run_1/met3.png
Scale bar: 20 microns.
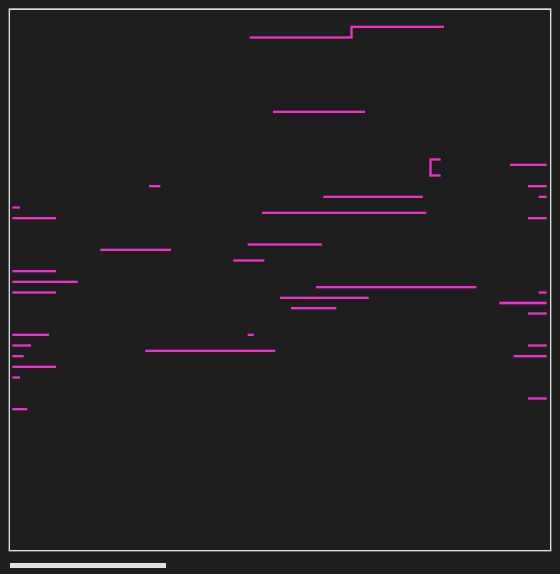
run_1/cell_classes.png
Fill, decap, tap and diode cells in grey.
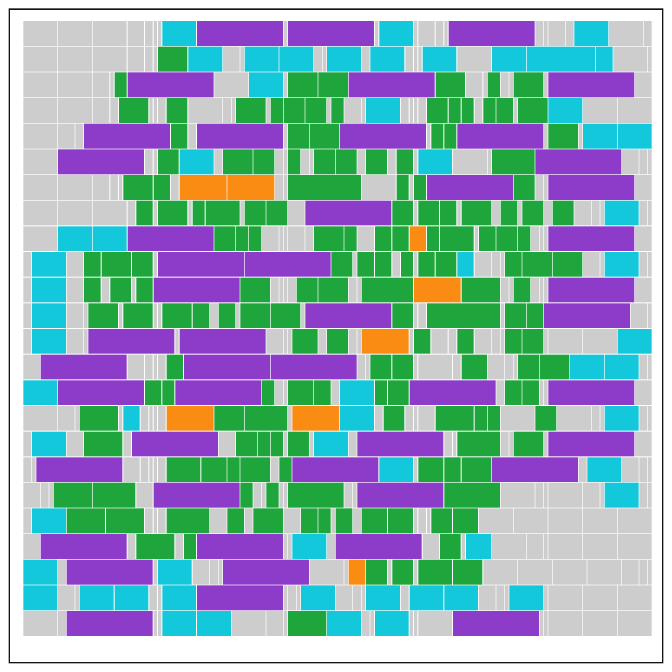
run_1/final_clocks.png
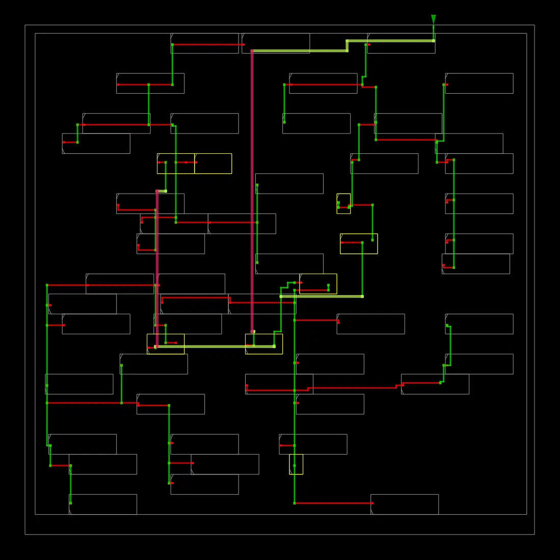
$ cat config.mk
export PLATFORM = sky130hd
export DESIGN_NAME = fp_multicycle_sequencer
export DESIGN_NICKNAME = d
export VERILOG_FILES = /design/src/rtl/rv_pkg.sv /design/src/rtl/fp_lat_counter.sv /design/src/rtl/fp_multicycle_sequencer.sv
export SDC_FILE = /design/constraint.sdc
export NUM_CORES = 1
export LEC_CHECK = 0
export CAP_MARGIN = 20
export CORE_MARGIN = 1
export CORE_UTILIZATION = 53
export DETAILED_ROUTE_END_ITERATION = 10
export GPL_TIMING_DRIVEN = 0
export PLACE_DENSITY = 0.85
export SLEW_MARGIN = 20
export SYNTH_ARGS = -nofsm -noshare
export SYNTH_HDL_FRONTEND = slang
export SYNTH_SLANG_ARGS = --single-unit
export TNS_END_PERCENT = 30
$ cat constraint.sdc
create_clock -name in_clk -period 4.6 [get_ports in_clk]
set_clock_uncertainty 0.05 [all_clocks]
set_input_delay 0.46 -clock in_clk [delete_from_list [all_inputs] [get_ports in_clk]]
set_output_delay 0.46 -clock in_clk [all_outputs]
set_load 0.005 [all_outputs]
$ cat src/rtl/rv_pkg.sv
// Shared encodings for the RV64IF multi-cycle FP sequencing logic.
// No logic: op codes, sequencer state codes, default unit latencies,
// and the control-word bit that flags a decoded op as multi-cycle.
package rv_pkg;

    // FP multi-cycle unit op select
    typedef enum logic [1:0] {
        FPOP_MUL  = 2'b00,
        FPOP_DIV  = 2'b01,
        FPOP_SQRT = 2'b10,
        FPOP_RSV  = 2'b11
    } fpop_e;

    // Sequencer states
    typedef enum logic [1:0] {
        ST_IDLE = 2'b00,
        ST_RUN  = 2'b01,
        ST_WB   = 2'b10
    } seq_state_e;

    // Default occupancy of the shared FP unit, in cycles
    localparam int DEF_MUL_LAT  = 4;
    localparam int DEF_DIV_LAT  = 12;
    localparam int DEF_SQRT_LAT = 16;

    // Decoded control word bit marking an op as multi-cycle
    localparam int CTRL_MC_BIT = 23;

endpackage

$ cat src/rtl/fp_lat_counter.sv
// Loadable down-counter timing how long the FP unit stays busy.
// Latency: load/decrement take effect at the next rising edge; zero is combinational.
// Backpressure: none; holds its value when neither load nor dec is asserted.
//
// Ports: clk, rst_n (async active-low), load + load_val, dec,
//        cnt (current value), zero (cnt == 0).
module fp_lat_counter #(
    parameter int CNT_W = 5
) (
    input  logic             clk,
    input  logic             rst_n,
    input  logic             load,
    input  logic [CNT_W-1:0] load_val,
    input  logic             dec,
    output logic [CNT_W-1:0] cnt,
    output logic             zero
);

    always_ff @(posedge clk or negedge rst_n) begin
        if (!rst_n) begin
            cnt <= '0;
        end else if (load) begin
            cnt <= load_val;
        end else if (dec && (cnt != '0)) begin
            cnt <= cnt - 1'b1;
        end
    end

    assign zero = (cnt == '0);

endmodule

$ cat src/rtl/fp_multicycle_sequencer.sv
// Sequences FMUL/FDIV/FSQRT on the shared FP unit beside EX and issues one writeback.
// Latency: accept edge + LAT cycles in RUN, then one WB cycle (stall = LAT+1 when WB port free).
// Backpressure: stalls IF/ID/EX while busy; WB waits on in_wb_ready holding the stall.
//
// Ports: in_clk/in_rst_n clock and async active-low reset;
//        in_valid/in_op/in_rd/in_flush from EX; in_wb_ready from the FP writeback port;
//        out_stall (comb), out_unit_start/out_unit_abort (registered pulses), out_unit_op,
//        out_wb_en (comb)/out_wb_rd, out_busy, out_stall_cnt (saturating stall cycles).
module fp_multicycle_sequencer
    import rv_pkg::*;
#(
    parameter int MUL_LAT  = DEF_MUL_LAT,
    parameter int DIV_LAT  = DEF_DIV_LAT,
    parameter int SQRT_LAT = DEF_SQRT_LAT,
    parameter int CNT_W    = 5,
    parameter int PERF_W   = 32
) (
    input  logic              in_clk,
    input  logic              in_rst_n,
    input  logic              in_valid,
    input  logic [1:0]        in_op,
    input  logic [4:0]        in_rd,
    input  logic              in_flush,
    input  logic              in_wb_ready,
    output logic              out_stall,
    output logic              out_unit_start,
    output logic [1:0]        out_unit_op,
    output logic              out_unit_abort,
    output logic              out_wb_en,
    output logic [4:0]        out_wb_rd,
    output logic              out_busy,
    output logic [PERF_W-1:0] out_stall_cnt
);

    // Counter is loaded with LAT-1 so that RUN lasts exactly LAT cycles:
    // the cycle that sees zero is the last RUN cycle.
    function automatic logic [CNT_W-1:0] lat_m1(input logic [1:0] op);
        logic [CNT_W-1:0] v;
        v = '0;
        case (op)
            FPOP_MUL:  v = CNT_W'(MUL_LAT - 1);
            FPOP_DIV:  v = CNT_W'(DIV_LAT - 1);
            FPOP_SQRT: v = CNT_W'(SQRT_LAT - 1);
            default:   v = '0;   // reserved op occupies the unit one cycle
        endcase
        return v;
    endfunction

    seq_state_e       state, state_nxt;
    logic             cnt_load, cnt_dec, cnt_zero;
    logic [CNT_W-1:0] cnt_val;
    logic             start_nxt, abort_nxt;
    logic             stall_raw, wb_en_raw;
    logic             start_q, abort_q;
    logic [1:0]       op_q;
    logic [4:0]       rd_q;
    logic [PERF_W-1:0] stall_cnt_q;

    fp_lat_counter #(
        .CNT_W (CNT_W)
    ) u_lat_counter (
        .clk      (in_clk),
        .rst_n    (in_rst_n),
        .load     (cnt_load),
        .load_val (lat_m1(in_op)),
        .dec      (cnt_dec),
        .cnt      (cnt_val),
        .zero     (cnt_zero)
    );

    always_ff @(posedge in_clk or negedge in_rst_n) begin
        if (!in_rst_n) begin
            state       <= ST_IDLE;
            start_q     <= 1'b0;
            abort_q     <= 1'b0;
            op_q        <= '0;
            rd_q        <= '0;
            stall_cnt_q <= '0;
        end else begin
            state   <= state_nxt;
            start_q <= start_nxt;
            abort_q <= abort_nxt;
            if (cnt_load) begin
                op_q <= in_op;
                rd_q <= in_rd;
            end
            if (stall_raw && (stall_cnt_q != {PERF_W{1'b1}})) begin
                stall_cnt_q <= stall_cnt_q + 1'b1;
            end
        end
    end

    always_comb begin
        state_nxt = state;
        cnt_load  = 1'b0;
        cnt_dec   = 1'b0;
        start_nxt = 1'b0;
        abort_nxt = 1'b0;
        stall_raw = 1'b0;
        wb_en_raw = 1'b0;
        case (state)
            ST_IDLE: begin
                // A flush in the same cycle kills the op before it is accepted.
                if (in_valid && !in_flush) begin
                    state_nxt = ST_RUN;
                    cnt_load  = 1'b1;
                    start_nxt = 1'b1;
                    stall_raw = 1'b1;
                end
            end
            ST_RUN: begin
                stall_raw = 1'b1;
                if (in_flush) begin
                    state_nxt = ST_IDLE;
                    abort_nxt = 1'b1;
                end else if (cnt_zero) begin
                    state_nxt = ST_WB;
                end else begin
                    cnt_dec = 1'b1;
                end
            end
            ST_WB: begin
                // Committed: flush no longer applies. Stall releases in the
                // write cycle so the pipeline advances with the write.
                wb_en_raw = in_wb_ready;
                stall_raw = !in_wb_ready;
                if (in_wb_ready) begin
                    state_nxt = ST_IDLE;
                end
            end
            default: begin
                state_nxt = ST_IDLE;
            end
        endcase
    end

    // The IDLE-accept term of the stall depends on raw inputs; mask it with
    // reset so every output reads zero while reset is held.
    assign out_stall      = stall_raw & in_rst_n;
    assign out_wb_en      = wb_en_raw;
    assign out_unit_start = start_q;
    assign out_unit_abort = abort_q;
    assign out_unit_op    = op_q;
    assign out_wb_rd      = rd_q;
    assign out_busy       = (state != ST_IDLE);
    assign out_stall_cnt  = stall_cnt_q;

endmodule

==> impl_metrics.py, run 1 <==
# Generated from Yosys and OpenROAD reports
metrics = {
    "placed_design": {
        "dp_hpwl_microns": 3740,
    },
    "outcome": {
        "run_status": "complete, no violations",
    },
    "power_and_ir_drop": {
        "internal_power_uw": 856,
        "power.density_mw_per_mm2": 394,
    },
    "clock_tree": {
        "cts.root.buffer_cell": "clkbuf_8",
        "path_clk_slew_ns": 0.08,
    },
    "final_layout": {
        "areaGrowthSynthToFinish_pct": 30.3,
        "num-nets-final": 298,
        "final_core_util_pct": 71.5,
        "drive_above_1_share_pct": 10.6,
    },
    "synth": {
        "netlist_instances": 219,
        "yosysTopAreaCellShare_pct": 50.3,
        "number_of_cells_in_yosys_stat": 219,
        "post-synth-top-area-cell": "dfrtp_1",
        "async_reset_ff_share_pct": 100,
    },
    "worst_setup_path": {
        "cp_top_delay_family": "buffers and inverters",
        "crit_type": "input port to output pin",
        "path_max_fanout": 8,
        "critPathLaunchType": "input port",
    },
    "sta": {
        "finalSetupViolCount": 0,
        "relSlewSlack_pct": 56.6,
        "slew_viol_final": 0,
        "post-route-worst-setup-slack_ns": 1.88,
    },
    "die": {
        "die_w_microns": 69.1,
    },
    "routing": {
        "route.detailed.wl_per_inst_microns": 15.0,
    },
}
About met3.png:
wire length on this layer: 216 microns
nets with wire on the layer: 31
main direction: horizontal
final wirelength: 5020 microns
met3 Resource Use GR: 3.80%

About cell_classes.png:
legend:
  cyan:
    class: other buffers and delay cells
    cells: 59
    share_of_their_area: 19%
  green:
    class: all other logic
    cells: 168
    share_of_their_area: 38%
  purple:
    class: flip-flops
    cells: 48
    share_of_their_area: 39%
  orange:
    class: clock drivers and dummy loads
    cells: 8
    share_of_their_area: 3.0%

About final_clocks.png:
insertion delay of the later-clocked pin in the worst-skew pair: 0.30 ns
number of buffers created by CTS: 5
number of clock buffer instances in the layout: 6
clock sink count: 48

==> run 1: cells by family after synthesis <==
logic type / Yosys count / synth area share [%]
compound gates: 25 / 7.60
flops: 48 / 50.3
mux: 10 / 4.61
simple gates: 94 / 23.1
buf+inv: 9 / 1.68
xor+xnor: 29 / 10.6
fa+ha+maj: 4 / 2.10
==> run 1: cell usage after synthesis, types with 2 or more instances <==
library cell / count
dfrtp_1: 48
xnor2_1: 24
nand3_1: 17
nand4_1: 15
nor2_1: 14
nand2_1: 12
and3_1: 11
mux2_2: 8
a21oi_1: 7
inv_1: 6
nor3_1: 5
xor2_1: 5
a31oi_1: 4
ha_1: 4
nor4_1: 4
and2_1: 3
o21a_1: 3
o21ai_0: 3
buf_2: 2
mux2i_1: 2
nor3b_1: 2
nor4_4: 2
==> run 1: sequential cells by signal, summed over array words and instances, names as in the netlist <==
name	count
out_unit_abort	1
out_wb_rd	5
u_lat_counter.cnt	5
out_unit_op	2
state	2
out_stall_cnt	32
out_unit_start	1
==> run 1: area by class of cell <==
class	instances	area, sq um	area share, %
sequential	48	1200	38.6
multi-input combinational	162	1150	36.9
timing repair buffer	56	566	18.2
clock buffer	6	82.6	2.65
tap	52	65.1	2.09
inverter	6	22.5	0.724
buffer	3	17.5	0.563
clock inverter	2	10.0	0.322
==> run 1: power by group through the flow <==
stage | registers (uW) | logic, uW | clock network (uW)
floorplan | 587 | 191 | 0
finish | 588 | 383 | 256
global placement | 590 | 373 | 0
global route | 601 | 423 | 279
CTS | 587 | 388 | 263
detailed placement | 594 | 385 | 0
==> run 1: routing by layer <==
layer,GRT usage (%),up-vias,routed length [microns]
li1,-,920,-
met1,28.6,939,2190
met2,37.6,48,2550
met3,3.80,4,216
met4,9.98,0,59
met5,0,-,0
==> run 2, diff against run 1 <==
--- a/config.mk
+++ b/config.mk
@@ -7,10 +7,10 @@
 export LEC_CHECK = 0
 export CAP_MARGIN = 20
 export CORE_MARGIN = 1
-export CORE_UTILIZATION = 53
+export CORE_UTILIZATION = 50
 export DETAILED_ROUTE_END_ITERATION = 10
 export GPL_TIMING_DRIVEN = 0
-export PLACE_DENSITY = 0.85
+export PLACE_DENSITY = 0.81
 export SLEW_MARGIN = 20
 export SYNTH_ARGS = -nofsm -noshare
 export SYNTH_HDL_FRONTEND = slang
==> constraint.sdc (replaced) <==
create_clock -name in_clk -period 2.7 [get_ports in_clk]
set_clock_uncertainty 0.05 [all_clocks]
set_input_delay 0.27 -clock in_clk [delete_from_list [all_inputs] [get_ports in_clk]]
set_output_delay 0.27 -clock in_clk [all_outputs]
set_load 0.005 [all_outputs]
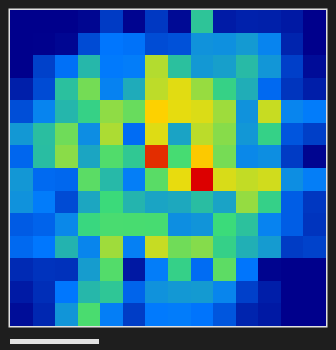
run_2/wire_density.png
Scale bar: 20 microns. 14 x 14 tiles, from dark blue (low) to red (high), scaled to the fullest tile. Values are wire area over tile area, all layers added.
nearly empty tiles: 9.7%
densest ninth of the die: middle
fullest tile: 0.50

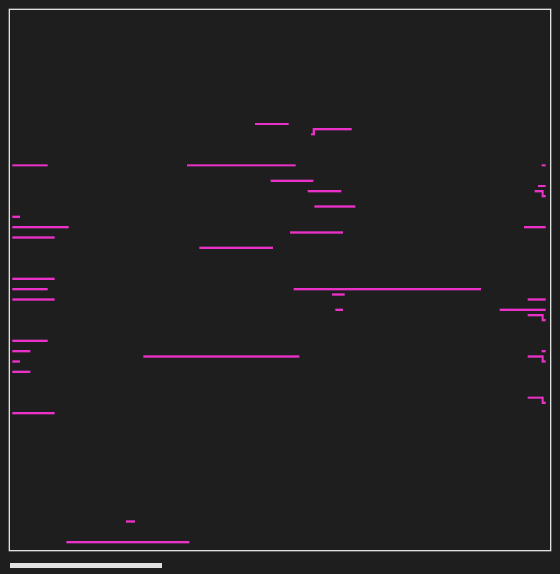
run_2/met3.png
Scale bar: 20 microns.
main direction: horizontal
nets with wire on the layer: 31
longest straight run: 24.4 microns
share of all routed wire: 3.7%
wire length on this layer: 187 microns

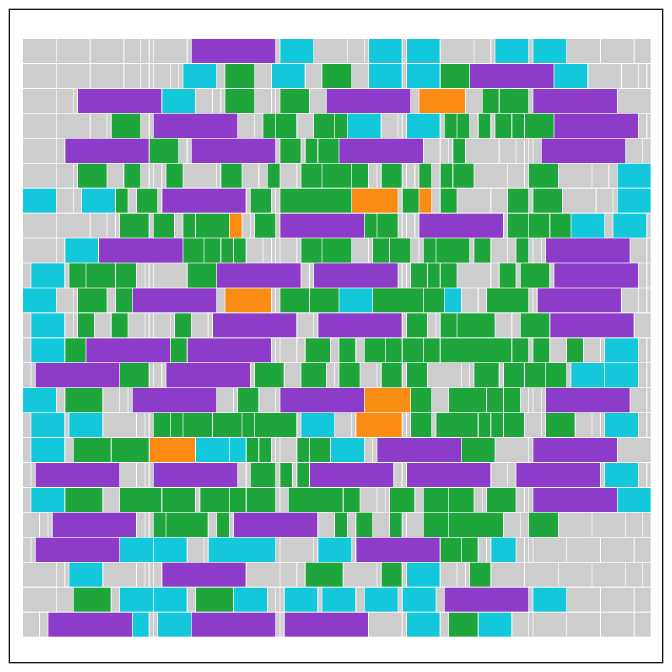
run_2/cell_classes.png
Fill, decap, tap and diode cells in grey.
legend:
  purple:
    class: flip-flops
    cells: 48
    share_of_their_area: 39%
  cyan:
    class: other buffers and delay cells
    cells: 60
    share_of_their_area: 19%
  orange:
    class: clock drivers and dummy loads
    cells: 8
    share_of_their_area: 2.9%
  green:
    class: all other logic
    cells: 168
    share_of_their_area: 38%

==> run 2 against run 1 <==
Against the previous run: die area up 5.8%; sequential cell count unchanged; largest power group unchanged; utilization down 1.8 points; hold slack improved by 0.37 ns; via count is 1.3% higher; non-clock buffer count rose by 1; total power rose by 71%; critical path depth is the same; the flow now finishes with violations (design-rule violations); clock power rose by 71%; count of clock-buffer cells in the layout is 2 higher.
==> impl_metrics.py, run 2 <==
# Generated from Yosys and OpenROAD reports
metrics = {
    "global_routing": {
        "track_usage_pct": 22.1,
    },
    "sta": {
        "relSlewSlack_pct": 55.6,
        "slew_viol_final": 0,
        "post-route-worst-setup-slack_ns": 0.231,
    },
    "final_layout": {
        "areaGrowthSynthToFinish_pct": 30.6,
        "largest_register_ffs": 32,
        "num-nets-final": 299,
        "logic_area_sq_mm": 0.00115,
        "flop_area_sq_mm": 0.00120,
        "drive_above_1_share_pct": 9.86,
        "final_core_util_pct": 69.7,
    },
    "synth": {
        "yosys.area_share.xor_xnor_pct": 10.6,
        "netlist_instances": 219,
        "async_reset_ff_share_pct": 100,
        "arithmetic_cell_share_of_the_synthesized_area_counting_full_adders_half_adders_and_majority_gates_pct": 2.10,
        "number_of_cells_in_yosys_stat": 219,
        "ys_top_cells_by_count": "dfrtp_1, xnor2_1, nand3_1, nand4_1, nor2_1",
        "synth.most_common_cell": "dfrtp_1",
        "ys_sh_simple_pct": 23.1,
        "mux_area_share_pct": 4.61,
        "post-synth-top-area-cell": "dfrtp_1",
    },
    "die": {
        "die_w_microns": 71.1,
    },
    "routing": {
        "route.detailed.wl_per_inst_microns": 15.2,
        "drc": 4,
        "drt-total-wl_microns": 5110,
    },
    "power_and_ir_drop": {
        "power.density_mw_per_mm2": 673,
        "maxPowerGroup": "registers",
        "internal_power_uw": 1460,
        "power_combinational_uw": 661,
        "p_seq_uw": 999,
    },
    "worst_setup_path": {
        "path_max_fanout": 28,
        "crit_type": "input port to output pin",
        "cp_top_delay_family": "buffers and inverters",
        "critPathLaunchType": "input port",
    },
    "placed_design": {
        "dp_hpwl_microns": 3720,
    },
    "clock_tree": {
        "clock_latency_ns": 0.30,
        "cts.root.buffer_cell": "clkbuf_8",
        "cts-buffers-inserted": 5,
        "cts.sinks": 48,
        "path_clk_slew_ns": 0.08,
    },
    "outcome": {
        "run_status": "finished with violations",
        "violated_checks": "design-rule violations",
    },
}
[run 2: logic make-up after synthesis]
kind of cell / after synthesis
AOI/OAI and AO/OA: 25
xor gates and xnor gates: 29
adders and majority gates: 4
buffers and inverters: 9
DFF: 48
muxes: 10
and+or+nand+nor: 94
[run 2: timing repair]
item,CTS,global route
resized,0,0
hold buffers,1,0
hold endpoints to repair,21,0
[run 2: area by class of cell]
cell class	instances	area share [%]
multi-input combinational	162	36.8
timing repair buffer	57	18.5
sequential	48	38.5
clock buffer	8	2.89
inverter	6	0.722
tap	52	2.09
buffer	3	0.562
[run 2: worst reg2reg max path, delay by kind of cell, from the launching register on]
kind | cells | cell delay, ns
simple gates | 3 | 1.10
flops | 1 | 0.47
compound gates | 1 | 0.34
xor+xnor | 1 | 0.15
[run 2: layer usage]
layer	routed length (microns)	global-route usage, %
met3	186	4.70
met1	2340	27.9
met5	0	0
met4	82	9.78
met2	2500	36.6
[run 2: per-stage QoR]
stage	hold WS, ns	setup TNS, ns	std cells
after floorplan	-0.0756	0	219
after global placement	0.435	-4.28	326
after detailed placement	0.220	0	327
after CTS	0.430	0	336
after global routing	0.479	0	336
final	0.433	0	336
[run 2: how the worst max path moves through the flow]
| stage | start | endpoint | slack, ns |
|---|---|---|---|
| 2_1_floorplan | out_stall_cnt[0]$_DFFE_PN0P_ | out_stall_cnt[1]$_DFFE_PN0P_ | 0.79 |
| 3_3_place_gp | in_rst_n | out_stall | -0.76 |
| 3_5_place_dp | in_valid | out_stall | 0.36 |
| 4_1_cts | in_rst_n | out_stall | 0.20 |
| 5_1_grt | in_rst_n | out_stall | 0.05 |
| 6_report | in_rst_n | out_stall | 0.23 |
Power figures rest on the tool's default switching activity, not on a simulated workload.
